File: config.mk
export PLATFORM = sky130hd
export DESIGN_NAME = wb_master_flat
export DESIGN_NICKNAME = d
export VERILOG_FILES = /design/src/rtl/wb_pkg.sv /design/src/rtl/wb_master_if.sv /design/src/rtl/wb_master.sv /design/src/flat_wrapper.sv
export SDC_FILE = /design/constraint.sdc
export NUM_CORES = 1
export LEC_CHECK = 0
export CAP_MARGIN = 40
export CORE_ASPECT_RATIO = 0.8
export CORE_MARGIN = 3
export CORE_UTILIZATION = 36
export CTS_CLUSTER_DIAMETER = 120
export CTS_CLUSTER_SIZE = 20
export DETAILED_ROUTE_END_ITERATION = 6
export PLACE_DENSITY = 0.8
export SETUP_SLACK_MARGIN = 0.15
export SYNTH_ARGS = -nofsm -noshare
export SYNTH_HDL_FRONTEND = slang
export SYNTH_SLANG_ARGS = --single-unit
File: constraint.sdc
create_clock -name i_clk -period 4 [get_ports i_clk]
set_input_delay 0.8 -clock i_clk [delete_from_list [all_inputs] [get_ports i_clk]]
set_output_delay 0.8 -clock i_clk [all_outputs]
set_load 0.005 [all_outputs]
File: src/rtl/wb_pkg.sv
// Shared Wishbone width constants and master FSM state type.
// Slaves on the same bus import these widths too.
package wb_pkg;

    localparam int unsigned WB_ADDR_W = 30;
    localparam int unsigned WB_DATA_W = 32;
    localparam int unsigned WB_SEL_W  = 4;

    typedef enum logic [1:0] {
        IDLE,
        REQ,
        WAIT
    } wb_mst_state_t;

endpackage

File: src/rtl/wb_master_if.sv
// Local command/response port plus pipelined Wishbone bus of wb_master.
// The master modport is the wb_master view; the slave modport is the opposite side.
interface wb_master_if;
    import wb_pkg::*;

    logic                 cmd_valid;
    logic                 cmd_ready;
    logic                 cmd_we;
    logic [WB_ADDR_W-1:0] cmd_addr;
    logic [WB_DATA_W-1:0] cmd_data;
    logic [WB_SEL_W-1:0]  cmd_sel;

    logic                 rsp_valid;
    logic [WB_DATA_W-1:0] rsp_data;
    logic                 rsp_err;
    logic                 rsp_timeout;

    logic                 wb_cyc;
    logic                 wb_stb;
    logic                 wb_we;
    logic [WB_ADDR_W-1:0] wb_addr;
    logic [WB_DATA_W-1:0] wb_wdata;
    logic [WB_SEL_W-1:0]  wb_sel;
    logic                 wb_stall;
    logic                 wb_ack;
    logic                 wb_err;
    logic [WB_DATA_W-1:0] wb_rdata;

    modport master (
        input  cmd_valid, cmd_we, cmd_addr, cmd_data, cmd_sel,
        output cmd_ready,
        output rsp_valid, rsp_data, rsp_err, rsp_timeout,
        output wb_cyc, wb_stb, wb_we, wb_addr, wb_wdata, wb_sel,
        input  wb_stall, wb_ack, wb_err, wb_rdata
    );

    modport slave (
        output cmd_valid, cmd_we, cmd_addr, cmd_data, cmd_sel,
        input  cmd_ready,
        input  rsp_valid, rsp_data, rsp_err, rsp_timeout,
        input  wb_cyc, wb_stb, wb_we, wb_addr, wb_wdata, wb_sel,
        output wb_stall, wb_ack, wb_err, wb_rdata
    );

endinterface

File: src/rtl/wb_master.sv
// Single-outstanding pipelined Wishbone master: one local command becomes one bus cycle,
// answered by a one-cycle response strobe; a watchdog aborts unanswered cycles.
module wb_master
    import wb_pkg::*;
#(
    parameter int unsigned TIMEOUT_CYCLES = 255
) (
    input  logic        i_clk,
    input  logic        i_rst_n,
    wb_master_if.master bus
);

    wb_mst_state_t        state_q;
    logic                 ready_q;
    logic                 cyc_q;
    logic                 stb_q;
    logic                 we_q;
    logic [WB_ADDR_W-1:0] addr_q;
    logic [WB_DATA_W-1:0] data_q;
    logic [WB_SEL_W-1:0]  sel_q;
    logic                 rsp_valid_q;
    logic                 rsp_err_q;
    logic                 rsp_timeout_q;
    logic [WB_DATA_W-1:0] rsp_data_q;

    logic accept;
    logic busy;
    logic done;
    logic timeout_hit;

    assign accept = bus.cmd_valid & ready_q;
    assign busy   = (state_q != IDLE);
    // ack/err only count while the cycle is open; late answers are ignored
    assign done   = busy & (bus.wb_ack | bus.wb_err);

    if (TIMEOUT_CYCLES > 0) begin : g_wdog
        localparam int unsigned CntW = $clog2(TIMEOUT_CYCLES + 1);
        logic [CntW-1:0] cnt_q;

        always_ff @(posedge i_clk or negedge i_rst_n) begin
            if (!i_rst_n) begin
                cnt_q <= '0;
            end else if (accept) begin
                cnt_q <= '0;
            end else if (busy && !timeout_hit) begin
                cnt_q <= cnt_q + CntW'(1);
            end
        end

        assign timeout_hit = busy && (cnt_q == CntW'(TIMEOUT_CYCLES));
    end else begin : g_no_wdog
        assign timeout_hit = 1'b0;
    end

    always_ff @(posedge i_clk or negedge i_rst_n) begin
        if (!i_rst_n) begin
            state_q       <= IDLE;
            ready_q       <= 1'b0;
            cyc_q         <= 1'b0;
            stb_q         <= 1'b0;
            we_q          <= 1'b0;
            addr_q        <= '0;
            data_q        <= '0;
            sel_q         <= '0;
            rsp_valid_q   <= 1'b0;
            rsp_err_q     <= 1'b0;
            rsp_timeout_q <= 1'b0;
            rsp_data_q    <= '0;
        end else begin
            rsp_valid_q   <= 1'b0;
            rsp_err_q     <= 1'b0;
            rsp_timeout_q <= 1'b0;
            rsp_data_q    <= '0;
            case (state_q)
                IDLE: begin
                    ready_q <= 1'b1;
                    if (accept) begin
                        state_q <= REQ;
                        ready_q <= 1'b0;
                        cyc_q   <= 1'b1;
                        stb_q   <= 1'b1;
                        we_q    <= bus.cmd_we;
                        addr_q  <= bus.cmd_addr;
                        data_q  <= bus.cmd_data;
                        sel_q   <= bus.cmd_sel;
                    end
                end
                REQ, WAIT: begin
                    // Completion wins over stall so a registered stall+ack slave is not re-strobed
                    if (done) begin
                        state_q     <= IDLE;
                        ready_q     <= 1'b1;
                        cyc_q       <= 1'b0;
                        stb_q       <= 1'b0;
                        rsp_valid_q <= 1'b1;
                        rsp_err_q   <= bus.wb_err;
                        rsp_data_q  <= (bus.wb_err || we_q) ? '0 : bus.wb_rdata;
                    end else if (timeout_hit) begin
                        state_q       <= IDLE;
                        ready_q       <= 1'b1;
                        cyc_q         <= 1'b0;
                        stb_q         <= 1'b0;
                        rsp_valid_q   <= 1'b1;
                        rsp_err_q     <= 1'b1;
                        rsp_timeout_q <= 1'b1;
                    end else if (state_q == REQ && !bus.wb_stall) begin
                        state_q <= WAIT;
                        stb_q   <= 1'b0;
                    end
                end
                default: state_q <= IDLE;
            endcase
        end
    end

    assign bus.cmd_ready   = ready_q;
    assign bus.wb_cyc      = cyc_q;
    assign bus.wb_stb      = stb_q;
    assign bus.wb_we       = we_q;
    assign bus.wb_addr     = addr_q;
    assign bus.wb_wdata    = data_q;
    assign bus.wb_sel      = sel_q;
    assign bus.rsp_valid   = rsp_valid_q;
    assign bus.rsp_err     = rsp_err_q;
    assign bus.rsp_timeout = rsp_timeout_q;
    assign bus.rsp_data    = rsp_data_q;

endmodule

File: src/flat_wrapper.sv
// flat-port wrapper written by rule: the top's interface ports become plain ports
module wb_master_flat import wb_pkg::*;
#(
    parameter int unsigned TIMEOUT_CYCLES = 255
)
  (i_clk, i_rst_n, bus_cmd_valid, bus_cmd_we, bus_cmd_addr, bus_cmd_data, bus_cmd_sel, bus_cmd_ready, bus_rsp_valid, bus_rsp_data, bus_rsp_err, bus_rsp_timeout, bus_wb_cyc, bus_wb_stb, bus_wb_we, bus_wb_addr, bus_wb_wdata, bus_wb_sel, bus_wb_stall, bus_wb_ack, bus_wb_err, bus_wb_rdata);
  wb_master_if bus_i ();
  input  logic i_clk;
  input  logic i_rst_n;
  input wire logic [$bits(bus_i.cmd_valid)-1:0] bus_cmd_valid;
  input wire logic [$bits(bus_i.cmd_we)-1:0] bus_cmd_we;
  input wire logic [$bits(bus_i.cmd_addr)-1:0] bus_cmd_addr;
  input wire logic [$bits(bus_i.cmd_data)-1:0] bus_cmd_data;
  input wire logic [$bits(bus_i.cmd_sel)-1:0] bus_cmd_sel;
  output wire logic [$bits(bus_i.cmd_ready)-1:0] bus_cmd_ready;
  output wire logic [$bits(bus_i.rsp_valid)-1:0] bus_rsp_valid;
  output wire logic [$bits(bus_i.rsp_data)-1:0] bus_rsp_data;
  output wire logic [$bits(bus_i.rsp_err)-1:0] bus_rsp_err;
  output wire logic [$bits(bus_i.rsp_timeout)-1:0] bus_rsp_timeout;
  output wire logic [$bits(bus_i.wb_cyc)-1:0] bus_wb_cyc;
  output wire logic [$bits(bus_i.wb_stb)-1:0] bus_wb_stb;
  output wire logic [$bits(bus_i.wb_we)-1:0] bus_wb_we;
  output wire logic [$bits(bus_i.wb_addr)-1:0] bus_wb_addr;
  output wire logic [$bits(bus_i.wb_wdata)-1:0] bus_wb_wdata;
  output wire logic [$bits(bus_i.wb_sel)-1:0] bus_wb_sel;
  input wire logic [$bits(bus_i.wb_stall)-1:0] bus_wb_stall;
  input wire logic [$bits(bus_i.wb_ack)-1:0] bus_wb_ack;
  input wire logic [$bits(bus_i.wb_err)-1:0] bus_wb_err;
  input wire logic [$bits(bus_i.wb_rdata)-1:0] bus_wb_rdata;
  assign bus_i.cmd_valid = bus_cmd_valid;
  assign bus_i.cmd_we = bus_cmd_we;
  assign bus_i.cmd_addr = bus_cmd_addr;
  assign bus_i.cmd_data = bus_cmd_data;
  assign bus_i.cmd_sel = bus_cmd_sel;
  assign bus_cmd_ready = bus_i.cmd_ready;
  assign bus_rsp_valid = bus_i.rsp_valid;
  assign bus_rsp_data = bus_i.rsp_data;
  assign bus_rsp_err = bus_i.rsp_err;
  assign bus_rsp_timeout = bus_i.rsp_timeout;
  assign bus_wb_cyc = bus_i.wb_cyc;
  assign bus_wb_stb = bus_i.wb_stb;
  assign bus_wb_we = bus_i.wb_we;
  assign bus_wb_addr = bus_i.wb_addr;
  assign bus_wb_wdata = bus_i.wb_wdata;
  assign bus_wb_sel = bus_i.wb_sel;
  assign bus_i.wb_stall = bus_wb_stall;
  assign bus_i.wb_ack = bus_wb_ack;
  assign bus_i.wb_err = bus_wb_err;
  assign bus_i.wb_rdata = bus_wb_rdata;
  wb_master #(.TIMEOUT_CYCLES(TIMEOUT_CYCLES)) u_core (.i_clk(i_clk), .i_rst_n(i_rst_n), .bus(bus_i));
endmodule
==> reports/results.ini, run 1 <==
[status]
status = finished, final reports clean

[timing]
setup_ws_ps = 1610
fmax_ghz = 0.419

[cells_and_area]
clock_cell_area_share_pct = 7.86
regArea_um2 = 2880
sh_comb_area_pct = 21.2
finish.instance_area_um2 = 7440
lay_top_cells = clkdlybuf4s50_1 (208), dfrtp_1 (115), mux2_2 (37)
inv_count = 6
clock_buffers = 18
syn_to_final_growth_pct = 62.7
utilization_pct = 60.5

[pwr]
power.total_mw = 5.28
ir_drop_v = 0.000253
p_int_mw = 3.86
power_frac_seq_pct = 34.5
power_clock_mw = 1.47

[clock_tree]
h-tree-depth = 4
clock_tree.buffer_depth = 2

[drt]
top_layer_used = met4
vias_per_cell = 4.55
wl_per_cell_um = 15.9
antenna_left = 0
route.detailed.drc = 0

[global_routing]
use_met1_pct = 19.2
grt_max_degree = 55
antenna_found_initial = 0
grt_pass1_wl_um = 18300

[synth]
syn_area_per_cell_um2 = 15.4
top_cell = dfrtp_1
ys_sh_mux_pct = 20.4
yosysTopAreaCell = dfrtp_1
synth_area_um2 = 4570

[floorplan]
io_pins = 210

[run]
cap_violations = 0

[setup_path]
critPathBufInv = 2

[placed_design]
place_area_um2 = 6850

Run 1, pin map:
Drawn at 3 px/um. Pins as bars across the die edge, other pins in grey.
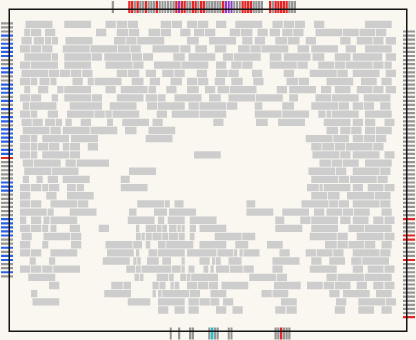
`bus_rsp_err`: drawn in cyan, pins 1, direction output, edge bottom. `bus_wb_rdata`: drawn in blue, pins 32, direction input, edge left. `bus_cmd_addr`: drawn in red, pins 30, direction input, edge 23 top, 5 right, 1 left, 1 bottom. `bus_wb_sel`: drawn in purple, pins 4, direction output, edge top.
All pins by edge: 71 right, 63 left, 60 top, 16 bottom.

Run 1, wiring by layer:
Drawn at 2 px/um.
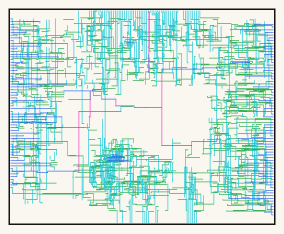
M2: drawn in cyan, wire length 5,330 um. M4: drawn in magenta, wire length 114 um. M1: drawn in green, wire length 4,400 um. M3: drawn in blue, wire length 1,280 um.

Run 1, placement by cell class:
Drawn at 2 px/um.
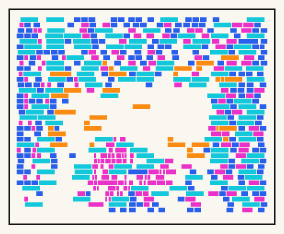
clock drivers and dummy loads: drawn in orange, cells 32, share of their area 8.1%. registers: drawn in cyan, cells 115, share of their area 40%. remaining buffers and delay cells: drawn in blue, cells 213, share of their area 30%. remaining logic cells: drawn in magenta, cells 168, share of their area 22%.

Run 1, local utilization:
Drawn at 3 px/um. The die is cut into 13 by 11 equal tiles; black is low, pale yellow is high, 0 to 100% covered.
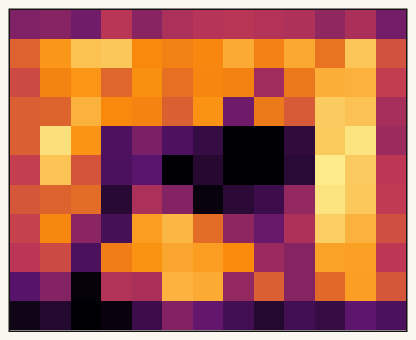

==> inputs of run 2 (changes only) <==
Clock period 4 ns to 2.4 ns, I/O delays scaled along.
Run 2, local utilization:
Drawn at 3 px/um. The die is cut into 13 by 11 equal tiles; black is low, pale yellow is high, 0 to 100% covered.
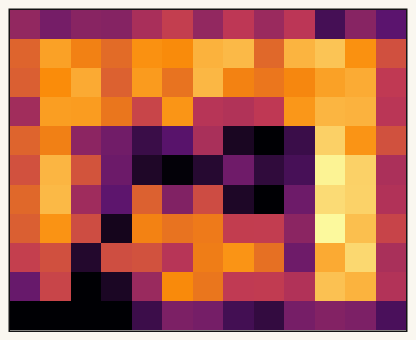
The fullest tile reaches 99%. 24% of the tiles are over 75% full. The mean over all tiles is 52%. 5.6% of the tiles are nearly empty.

==> run 2 against run 1 <==
Sequential power is 68% higher. Sequential share of layout area shrank 0.22 points. Hold slack got worse by 370 ps. Sequential cell count stayed put.
==> reports/results.ini, run 2 <==
[floorplan]
fp-row-count = 36
dieHeight_um = 107
io_pins = 210
die_w_um = 132

[pwr]
power.density_nw_per_um2 = 1190
power.total_mw = 8.88
p_leak_nw = 3.31
clockPowerShare_pct = 27.5
power_clock_mw = 2.44
power_frac_seq_pct = 34.4
ir_drop_v = 0.000529
p_int_mw = 6.47
p_comb_share_pct = 38.2
p_sw_mw = 2.41

[placed_design]
place_ws_ps = 314
place.gp.congestion = 0.747
place_area_um2 = 6900
dp.cells = 673

[global_routing]
met2_usage_pct = 27.6
grt_busiest_layer = met2
grt_use_total_pct = 17.3
grt_pass1_wl_um = 18800
grt_max_degree = 49
use_met1_pct = 20.3
antenna_found_initial = 0
grt_pass1_vias = 3564

[synth]
ys_chip_area_um2 = 4570
top_cell = dfrtp_1
yosysTopAreaCell = dfrtp_1
synthesis.nets = 408
synth_area_um2 = 4570
synth_top_area_share_pct = 62.9
ys_sh_mux_pct = 20.4
ys_seq_elements = 115
syn_area_per_cell_um2 = 15.4
area_leaders = dfrtp_1 (63%), mux2_4 (11%), mux2_2 (9.1%)
fa_ha_area_share_pct = 1.64
ys_seq_share_pct = 62.9
synth-compound-area-share_pct = 3.37
synth.distinct_cells = 38

[setup_path]
cp_max_fo = 4
critPathLaunchType = flop
cpPeakStageDelay_ps = 400
path_depth = 6
critPathBufInv = 1
r2r-end = u_core.bus.wb_stb

[cells_and_area]
finish.instance_area_um2 = 7480
clock_cell_area_share_pct = 7.81
syn_to_final_growth_pct = 63.6
regArea_um2 = 2880
utilization_pct = 60.8
lay_top_cells = clkdlybuf4s50_1 (208), dfrtp_1 (115), mux2_2 (37)
sh_comb_area_pct = 21.1
layout.cells.non_filler = 705
n_antenna_cell = 0
seq_share_pct = 38.5
clock_buffers = 17
lay_top_count = clkdlybuf4s50_1
inv_count = 6

[clock_tree]
clock_tree.buffer_depth = 2
post_cts_resize_count = 0
root_buffer = clkbuf_16
h-tree-depth = 4
cts_buffers = 17
cts_tree = built
insertion_delay_ps = 410
clk_transition_reported_paths_ps = 60
hold_buffers = 0
cts_sinks = 115

[drt]
wl_per_cell_um = 16.5
antenna_left = 0
wl_met1_um = 4730
route.detailed.drc = 0
vias_per_cell = 4.55
via_count = 3210
top_layer_used = met4
routed_wl_um = 11600
drtIter0Drc = 137

[timing]
fmax_ghz = 0.504
setup_ws_ps = 414
tns_ps = 0
layout_min_cycle_time_ps = 1990
setup_viol = 0
slew_violations = 0

[run]
cap_violations = 0

[status]
status = finished, final reports clean

[worst_hold_path]
hp-class = input port to asynchronous set/reset pin

No activity file was given, so power comes from the tool's default toggle rates.
